## src/rtl/mc_axi_master.sv

```systemverilog
// mc_axi_master
//   Single-outstanding AXI initiator for the memory controller's simplified
//   AXI slave port (AW/W/AR/R only: no B channel, no rready). A local command
//   stream plus a write-data stream become write or read bursts. Read beats
//   are returned registered, one cycle after the slave presents them.
//
//   Handshake rule for every valid/ready pair on this block: a transfer
//   happens on the rising clk edge where valid and ready are both high.
//   valid never waits for ready. Address and length stay stable while
//   awvalid or arvalid is held.
//
// Ports
//   clk, rst_n                       clock, asynchronous active-low reset
//   cmd_valid/cmd_ready              command handshake (cmd_ready = IDLE)
//   cmd_write, cmd_addr, cmd_len     direction, start address, beats-1
//   wr_data_valid/wr_data_ready/wr_data   write-data source stream
//   rd_data_valid/rd_data/rd_data_last    read beat output (1-cycle pulse)
//   busy                             high whenever the FSM is not IDLE
//   err_rlast                        1-cycle pulse on an rlast mismatch or
//                                    on rvalid seen outside a read burst
//   axi_aw*/axi_w*/axi_ar*/axi_r*    simplified AXI master signals
//   dbg_state                        current FSM state (IDLE=0, WR_ADDR=1,
//                                    WR_DATA=2, RD_ADDR=3, RD_DATA=4)
module mc_axi_master #(
  parameter int AXI_ADDR_WIDTH = 20,
  parameter int AXI_DATA_WIDTH = 64,
  parameter int AXI_LEN_WIDTH  = 6
) (
  input  logic                      clk,
  input  logic                      rst_n,
  input  logic                      cmd_valid,
  output logic                      cmd_ready,
  input  logic                      cmd_write,
  input  logic [AXI_ADDR_WIDTH-1:0] cmd_addr,
  input  logic [AXI_LEN_WIDTH-1:0]  cmd_len,
  input  logic                      wr_data_valid,
  output logic                      wr_data_ready,
  input  logic [AXI_DATA_WIDTH-1:0] wr_data,
  output logic                      rd_data_valid,
  output logic [AXI_DATA_WIDTH-1:0] rd_data,
  output logic                      rd_data_last,
  output logic                      busy,
  output logic                      err_rlast,
  output logic                      axi_awvalid,
  input  logic                      axi_awready,
  output logic [AXI_LEN_WIDTH-1:0]  axi_awlen,
  output logic [AXI_ADDR_WIDTH-1:0] axi_awaddr,
  output logic                      axi_wvalid,
  input  logic                      axi_wready,
  output logic [AXI_DATA_WIDTH-1:0] axi_wdata,
  output logic                      axi_wlast,
  output logic                      axi_arvalid,
  input  logic                      axi_arready,
  output logic [AXI_LEN_WIDTH-1:0]  axi_arlen,
  output logic [AXI_ADDR_WIDTH-1:0] axi_araddr,
  input  logic                      axi_rvalid,
  input  logic [AXI_DATA_WIDTH-1:0] axi_rdata,
  input  logic                      axi_rlast,
  output logic [2:0]                dbg_state
);

  typedef enum logic [2:0] {
    S_IDLE    = 3'd0,
    S_WR_ADDR = 3'd1,
    S_WR_DATA = 3'd2,
    S_RD_ADDR = 3'd3,
    S_RD_DATA = 3'd4
  } state_t;

  state_t                    state_q, state_d;
  logic [AXI_ADDR_WIDTH-1:0] addr_q, addr_d;
  logic [AXI_LEN_WIDTH-1:0]  len_q, len_d;
  logic [AXI_LEN_WIDTH-1:0]  cnt_q, cnt_d;
  logic                      rd_valid_q, rd_valid_d;
  logic [AXI_DATA_WIDTH-1:0] rd_data_q, rd_data_d;
  logic                      rd_last_q, rd_last_d;
  logic                      err_q, err_d;
  logic                      last_beat;

  // The counter stops at len and never wraps, so len=63 yields 64 beats.
  assign last_beat = (cnt_q == len_q);

  always_comb begin
    state_d       = state_q;
    addr_d        = addr_q;
    len_d         = len_q;
    cnt_d         = cnt_q;
    rd_valid_d    = 1'b0;
    rd_data_d     = rd_data_q;
    rd_last_d     = rd_last_q;
    err_d         = 1'b0;
    cmd_ready     = 1'b0;
    axi_awvalid   = 1'b0;
    axi_arvalid   = 1'b0;
    axi_wvalid    = 1'b0;
    axi_wlast     = 1'b0;
    wr_data_ready = 1'b0;

    case (state_q)
      S_IDLE: begin
        cmd_ready = 1'b1;
        if (cmd_valid) begin
          addr_d  = cmd_addr;
          len_d   = cmd_len;
          state_d = cmd_write ? S_WR_ADDR : S_RD_ADDR;
        end
      end
      S_WR_ADDR: begin
        axi_awvalid = 1'b1;
        if (axi_awready) begin
          state_d = S_WR_DATA;
          cnt_d   = '0;
        end
      end
      S_WR_DATA: begin
        // The write-data stream is passed straight through to W, so the
        // source sees the slave's backpressure in the same cycle.
        axi_wvalid    = wr_data_valid;
        wr_data_ready = axi_wready;
        axi_wlast     = last_beat;
        if (wr_data_valid && axi_wready) begin
          if (last_beat) state_d = S_IDLE;
          else           cnt_d   = cnt_q + AXI_LEN_WIDTH'(1);
        end
      end
      S_RD_ADDR: begin
        axi_arvalid = 1'b1;
        if (axi_arready) begin
          state_d = S_RD_DATA;
          cnt_d   = '0;
        end
      end
      S_RD_DATA: begin
        if (axi_rvalid) begin
          rd_valid_d = 1'b1;
          rd_data_d  = axi_rdata;
          rd_last_d  = axi_rlast;
          err_d      = (axi_rlast != last_beat);
          // Completion follows the beat counter; rlast is only checked.
          if (last_beat) state_d = S_IDLE;
          else           cnt_d   = cnt_q + AXI_LEN_WIDTH'(1);
        end
      end
      default: state_d = S_IDLE;
    endcase

    // A beat arriving when no read burst is open is dropped and flagged.
    if (state_q != S_RD_DATA && axi_rvalid) err_d = 1'b1;
  end

  always_ff @(posedge clk or negedge rst_n) begin
    if (!rst_n) begin
      state_q    <= S_IDLE;
      addr_q     <= '0;
      len_q      <= '0;
      cnt_q      <= '0;
      rd_valid_q <= 1'b0;
      rd_data_q  <= '0;
      rd_last_q  <= 1'b0;
      err_q      <= 1'b0;
    end else begin
      state_q    <= state_d;
      addr_q     <= addr_d;
      len_q      <= len_d;
      cnt_q      <= cnt_d;
      rd_valid_q <= rd_valid_d;
      rd_data_q  <= rd_data_d;
      rd_last_q  <= rd_last_d;
      err_q      <= err_d;
    end
  end

  assign axi_awaddr    = addr_q;
  assign axi_araddr    = addr_q;
  assign axi_awlen     = len_q;
  assign axi_arlen     = len_q;
  assign axi_wdata     = wr_data;
  assign rd_data_valid = rd_valid_q;
  assign rd_data       = rd_data_q;
  assign rd_data_last  = rd_last_q;
  assign err_rlast     = err_q;
  assign busy          = (state_q != S_IDLE);
  assign dbg_state     = state_q;

endmodule

```

## config.mk

```make
export PLATFORM = sky130hd
export DESIGN_NAME = mc_axi_master
export DESIGN_NICKNAME = d
export VERILOG_FILES = /design/src/rtl/mc_axi_master.sv
export SDC_FILE = /design/constraint.sdc
export NUM_CORES = 1
export LEC_CHECK = 0
export ABC_AREA = 1
export CORE_AREA = 2 2 137 139
export CTS_CLUSTER_DIAMETER = 150
export CTS_CLUSTER_SIZE = 10
export DETAILED_ROUTE_END_ITERATION = 12
export DIE_AREA = 0 0 139 141
export PLACE_DENSITY_LB_ADDON = 0.3
export SLEW_MARGIN = 20
export SYNTH_ARGS = -nofsm -noshare
export SYNTH_HDL_FRONTEND = slang
export SYNTH_SLANG_ARGS = --single-unit
```

## constraint.sdc

```tcl
create_clock -name clk -period 1.9 [get_ports clk]
set_input_delay 0.285 -clock clk [delete_from_list [all_inputs] [get_ports clk]]
set_output_delay 0.285 -clock clk [all_outputs]
set_load 0.02 [all_outputs]
```

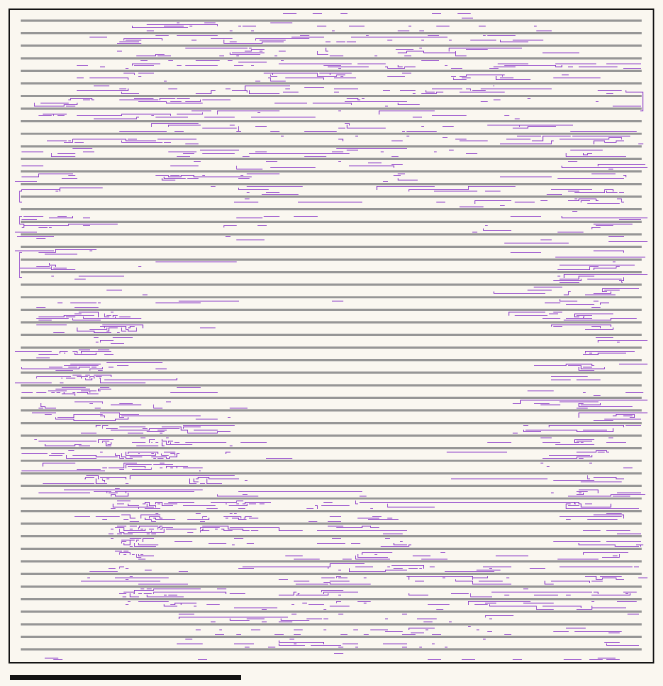
Fig. 1. The metal 1 layer (run 1).
Bar = 50 um. Supply wires on this layer in grey.
The layer carries 4850 um of wire. 586 nets have wire on it. The layer holds 40% of the routed length. The wires run mostly horizontal. The longest straight run is 47.4 um.
vias: 3408
Routed WL: 12200 um
met1 GRT Util: 0.141

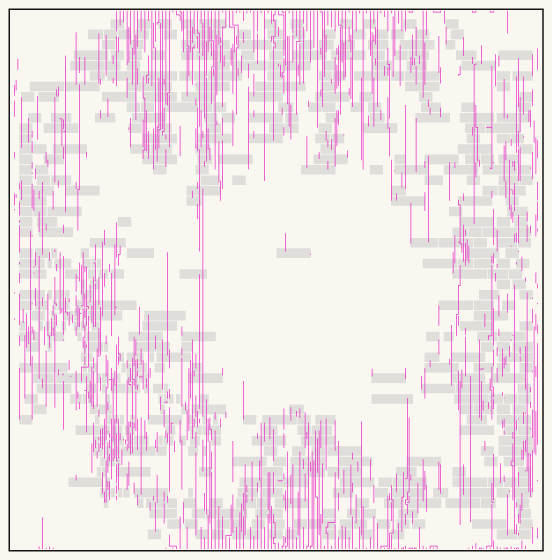
Fig. 2. The metal 2 layer (run 1).
Cells faint in the background.
642 nets have wire on it. The longest straight run is 64.9 um. The wires run mostly vertical. The layer holds 50% of the routed length. The layer carries 6120 um of wire.

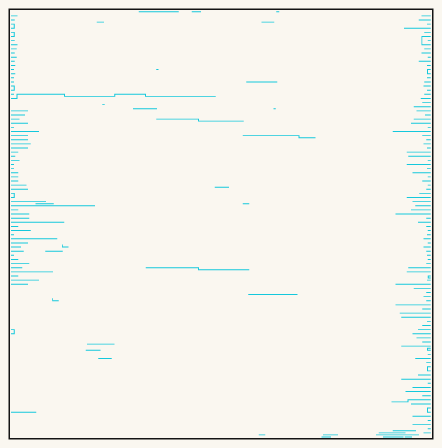
Fig. 3. Met3 routing (run 1).
The layer holds 7.6% of the routed length. The layer carries 929 um of wire. 156 nets have wire on it. The longest straight run is 27.4 um. The wires run mostly horizontal.

==> out/qor.csv, run 1 <==
metric,value,unit
CP peak stage delay,0.45,ns
R2R depth,5,
post-synth net total,585,
Clock transition at path regs,0.07,ns
GRT Total Usage,0.122,
number of port buffers,228,
mapped cell area,5090,um^2
"delay-heaviest family, CP",flip-flops,
Residual DRC,0,
cell with the most instances after synthesis,dfrtp_1,
Synth Flop Type,dfrtp_1,
Peak VDD IR,0.952,mV
MUX share of area,0.224,
dpl ws,0.0175,ns
CTS Buffer Depth,2,
clk_skew,0.0103,ns
sequential area share after synthesis,0.501,
flip-flops with a built-in enable,0,
"commonest cells after routing, fill and taps aside","clkdlybuf4s50_1 (220), dfrtp_1 (101), nand2_1 (50), mux2_4 (49), mux2_2 (36)",
Post-Synthesis Cells,420,
WL/cell,15.0,um
DR iter-0 viols,74,
yosys cell count,420,
CTS tree,yes,
row cnt,50,
GR Layer Usage met2,0.207,
"setup slack, reg-to-reg",0.17,ns
Synth Area in XOR/XNOR,0,
Post-synth top cells,"dfrtp_1 (102), buf_4 (93), nand2_1 (50), mux2_4 (49), mux2_2 (36)",
Worst Hold Slack,0.367,ns
worst-margin pin slew,0.513,ns
Worst R2R Start,dbg_state[1],
routed length on met3,929,um
Final Util,0.403,
Relative slew margins,0.658,
"Clk Latency, worst-skew pair",0.34,ns
area delta synth->final,44.4,%
Core Box Area,18300,um^2
status,"finished, final reports clean",
CTS Sinks,102,
"Hold Vio Cnt, Final",0,
WP data arrival,1.50,ns
CP Launch Point,dbg_state[0],
Crit Reg-Reg Endpoint,rd_data[36],
placed cells,798,
area fraction in compound gates,0.0115,
fin area,7350,um^2
combinational-cell power consumption,0.00685,W
post-route ant nets,0,
top achievable clock speed,0.562,GHz
switching part of the total,0.366,
ys async rst share,1.00,
Critical Path Start Type,flop,
CP Depth,4,
placed cell area,7030,um^2
Root Driver,clkbuf_16,
"Distinct cells, synth",25,
synth top area cells,"dfrtp_1 (50%), mux2_4 (14%), buf_4 (14%)",
crit-path max FO,5,
CP endpoint kind,output pin,
Clk pwr share,0.160,
Max-area cell share,0.501,
==> run 1: flip-flops by register name (all words and copies together) (netlist names) <==
name and flops:
rd_data 64, err_rlast 1, cnt_q 6, axi_arlen 6
dbg_state 3, axi_araddr 20, rd_data_last 1, rd_data_valid 1
==> run 1: cell type report <==
class | count | area, um^2 | share of cell area
Tap cell | 234 | 293 | 0.0398
Inverter | 24 | 90.1 | 0.0123
Clock buffer | 11 | 253 | 0.0344
Sequential cell | 102 | 2550 | 0.347
Clock inverter | 4 | 77.6 | 0.0105
Multi-Input combinational cell | 194 | 1660 | 0.226
Timing Repair Buffer | 245 | 2430 | 0.330
==> run 1: worst register-to-register path, cell delays in order (launching register included) <==
cell and delay, ns:
dfrtp_2 0.47, nor2_2 0.17, nand2_2 0.10, nor2_4 0.19
buf_12 0.27, mux2_2 0.42
==> run 1 -> run 2 <==
--- a/config.mk
+++ b/config.mk
@@ -12,7 +12,6 @@
 export DETAILED_ROUTE_END_ITERATION = 12
 export DIE_AREA = 0 0 139 141
 export PLACE_DENSITY_LB_ADDON = 0.3
-export SLEW_MARGIN = 20
 export SYNTH_ARGS = -nofsm -noshare
 export SYNTH_HDL_FRONTEND = slang
 export SYNTH_SLANG_ARGS = --single-unit
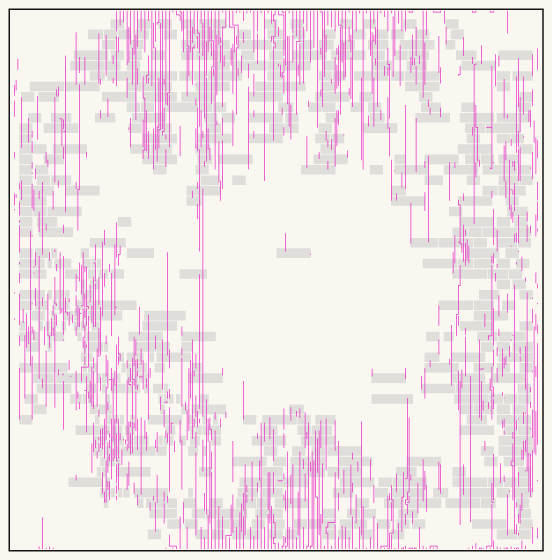
Fig. 4. The metal 2 layer (run 2).
Cells faint in the background.
642 nets have wire on it. The wires run mostly vertical. The layer holds 50% of the routed length. The longest straight run is 64.9 um. The layer carries 6120 um of wire.

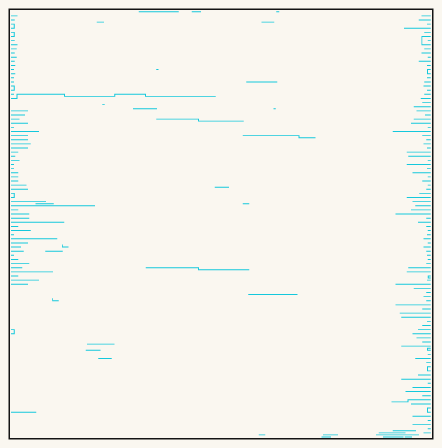
Fig. 5. Met3 routing (run 2).
The layer carries 929 um of wire. The layer holds 7.6% of the routed length. The wires run mostly horizontal.
GR Util met3: 0.0465

==> out/qor.csv, run 2 <==
metric,value,unit,change
"Clk Latency, worst-skew pair",0.34,ns,about the same
clk pwr,0.00204,W,about the same
Routed WL,12200,um,unchanged
Crit Reg-Reg Endpoint,rd_data[36],,unchanged
Die Wd,139,um,unchanged
pwr dens,1730,nW/um^2,unchanged
Gate power share,0.538,,about the same
TNS Setup,0,ns,unchanged
crit-path max FO,5,,unchanged
MUX share of area,0.224,,unchanged
routability congestion estimate,0.777,,unchanged
"commonest cells after routing, fill and taps aside","clkdlybuf4s50_1 (220), dfrtp_1 (101), nand2_1 (50), mux2_4 (49), mux2_2 (36)",,unchanged
"Distinct cells, synth",25,,unchanged
top achievable clock speed,0.562,GHz,unchanged
clk_skew,0.0103,ns,unchanged
P_seq,0.00384,W,about the same
fillers,1739,,unchanged
Residual DRC,0,,unchanged
drt pass-1 iters,4,,unchanged
die area,19600,um^2,unchanged
CP endpoint kind,output pin,,unchanged
R2R depth,5,,unchanged
comb_multi_in,194,,unchanged
leading area contributor after synthesis,dfrtp_1,,unchanged
WL/cell,15.0,um,unchanged
CTS Sinks,102,,unchanged
Die H,141,um,unchanged
Nets,741,,unchanged
top sig layer,met4,,unchanged
met1 WL,4850,um,unchanged
Critical Path Start Type,flop,,unchanged
WP data arrival,1.50,ns,about the same
Sequential Area,2550,um^2,unchanged
"setup slack, reg-to-reg",0.17,ns,about the same
Comb/total area,0.226,,unchanged
Synth Area in XOR/XNOR,0,,unchanged
CP Launch Point,dbg_state[0],,unchanged
Clk pwr share,0.160,,about the same
crit path to,wr_data_ready,,unchanged
worst-margin pin slew,0.513,ns,unchanged
post-synth net total,585,,unchanged
flip-flops with a built-in enable,0,,unchanged
clk tree area frac,0.0449,,unchanged
Worst Hold Slack,0.367,ns,unchanged
Slew Limit Fails,0,,unchanged
CP Depth,4,,unchanged
fin cells,814,,unchanged
CTS tree,yes,,unchanged
ys async rst share,1.00,,unchanged
Area-dominant class,sequential cells,,unchanged
area delta synth->final,44.4,%,unchanged
n_taps,234,,unchanged
max FFs per register,64,,unchanged
Core Box Area,18300,um^2,unchanged
combinational-cell power consumption,0.00685,W,about the same
vias,3408,,unchanged
Post-synth top cells,"dfrtp_1 (102), buf_4 (93), nand2_1 (50), mux2_4 (49), mux2_2 (36)",,unchanged
first-pass GRT wire length,19100,um,unchanged
synth top area cells,"dfrtp_1 (50%), mux2_4 (14%), buf_4 (14%)",,unchanged
io pins,357,,unchanged
max_cap viols,0,,unchanged
switching part of the total,0.366,,unchanged
Non-CTS inverters,24,,unchanged
Comb area,1660,um^2,unchanged
"delay-heaviest family, CP",flip-flops,,unchanged
Final Util,0.403,,unchanged
RSZ-0062 raised after global routing,false,,unchanged
area fraction in compound gates,0.0115,,unchanged
Peak VDD IR,0.952,mV,unchanged
Max-area cell share,0.501,,unchanged
placed cells,798,,unchanged
Relative slew margins,0.658,,unchanged
post-route ant nets,0,,unchanged
Worst R2R Start,dbg_state[1],,unchanged
Setup CP Type,reg2out,,unchanged
status,"finished, final reports clean",,unchanged
NonClk Buf Share,0.330,,unchanged
dpl hpwl,9130,um,unchanged
met2 wire len,6120,um,unchanged
number of port buffers,228,,unchanged
global route hottest layer,met2,,unchanged
mapped cell area,5090,um^2,unchanged
yosys cell count,420,,unchanged
seq_cells,102,,unchanged
Total Power,0.0127,W,unchanged
YS chip area,5090,um^2,unchanged
cycle use final,0.937,,unchanged
layout clock buffer count,11,,unchanged
CTS Buffer Depth,2,,unchanged
Root Driver,clkbuf_16,,unchanged
Synth Flop Type,dfrtp_1,,unchanged
row cnt,50,,unchanged
Buffers excl. clock,245,,unchanged
fp_density,0.279,,unchanged
Main logic family,multiplexers,,unchanged
"Hold Vio Cnt, Final",0,,unchanged
initial antenna violation count,0,,unchanged
DR iter-0 viols,74,,unchanged
Seq area share,0.347,,unchanged
GRT Total Usage,0.122,,unchanged
GR Layer Usage met2,0.207,,unchanged
crit path DRT,1.62,ns,about the same
met1 GRT Util,0.141,,unchanged
Hold Path Class,in2async,,unchanged
routed length on met3,929,um,unchanged
CP peak stage delay,0.45,ns,about the same
sequential area share after synthesis,0.501,,unchanged
cell with the most instances after synthesis,dfrtp_1,,unchanged
Post-Synthesis Cells,420,,unchanged
Clock transition at path regs,0.07,ns,about the same
Adder-Cell Fraction of Synth Area,0.00246,,unchanged
-- run 2: cell counts after synthesis --
Identical to the previous run, type by type.
-- run 2: repair_timing --
action,CTS,global route
pin swaps,0,1
endpoints found under the hold margin,19,0
gates resized,11,5
setup buffers,0,0
hold buffers,1,0
endpoints found under the setup margin,7,3
-- run 2: kinds of logic after synthesis --
| logic type | Yosys count |
|---|---|
| buf+inv | 124 |
| simple gates | 97 |
| mux | 85 |
| compound gates | 11 |
| fa+ha+maj | 1 |
| flops | 102 |
-- run 2: per-stage QoR --
step,cell area [um^2],worst slack [ns]
2_1_floorplan,5090,0.202
3_3_place_gp,7030,0.0427
3_5_place_dp,7030,0.0175
4_1_cts,7360,0.0577
5_1_grt,7350,0.00278
6_report,7350,0.120
Power is estimated from default activity; no workload was simulated.
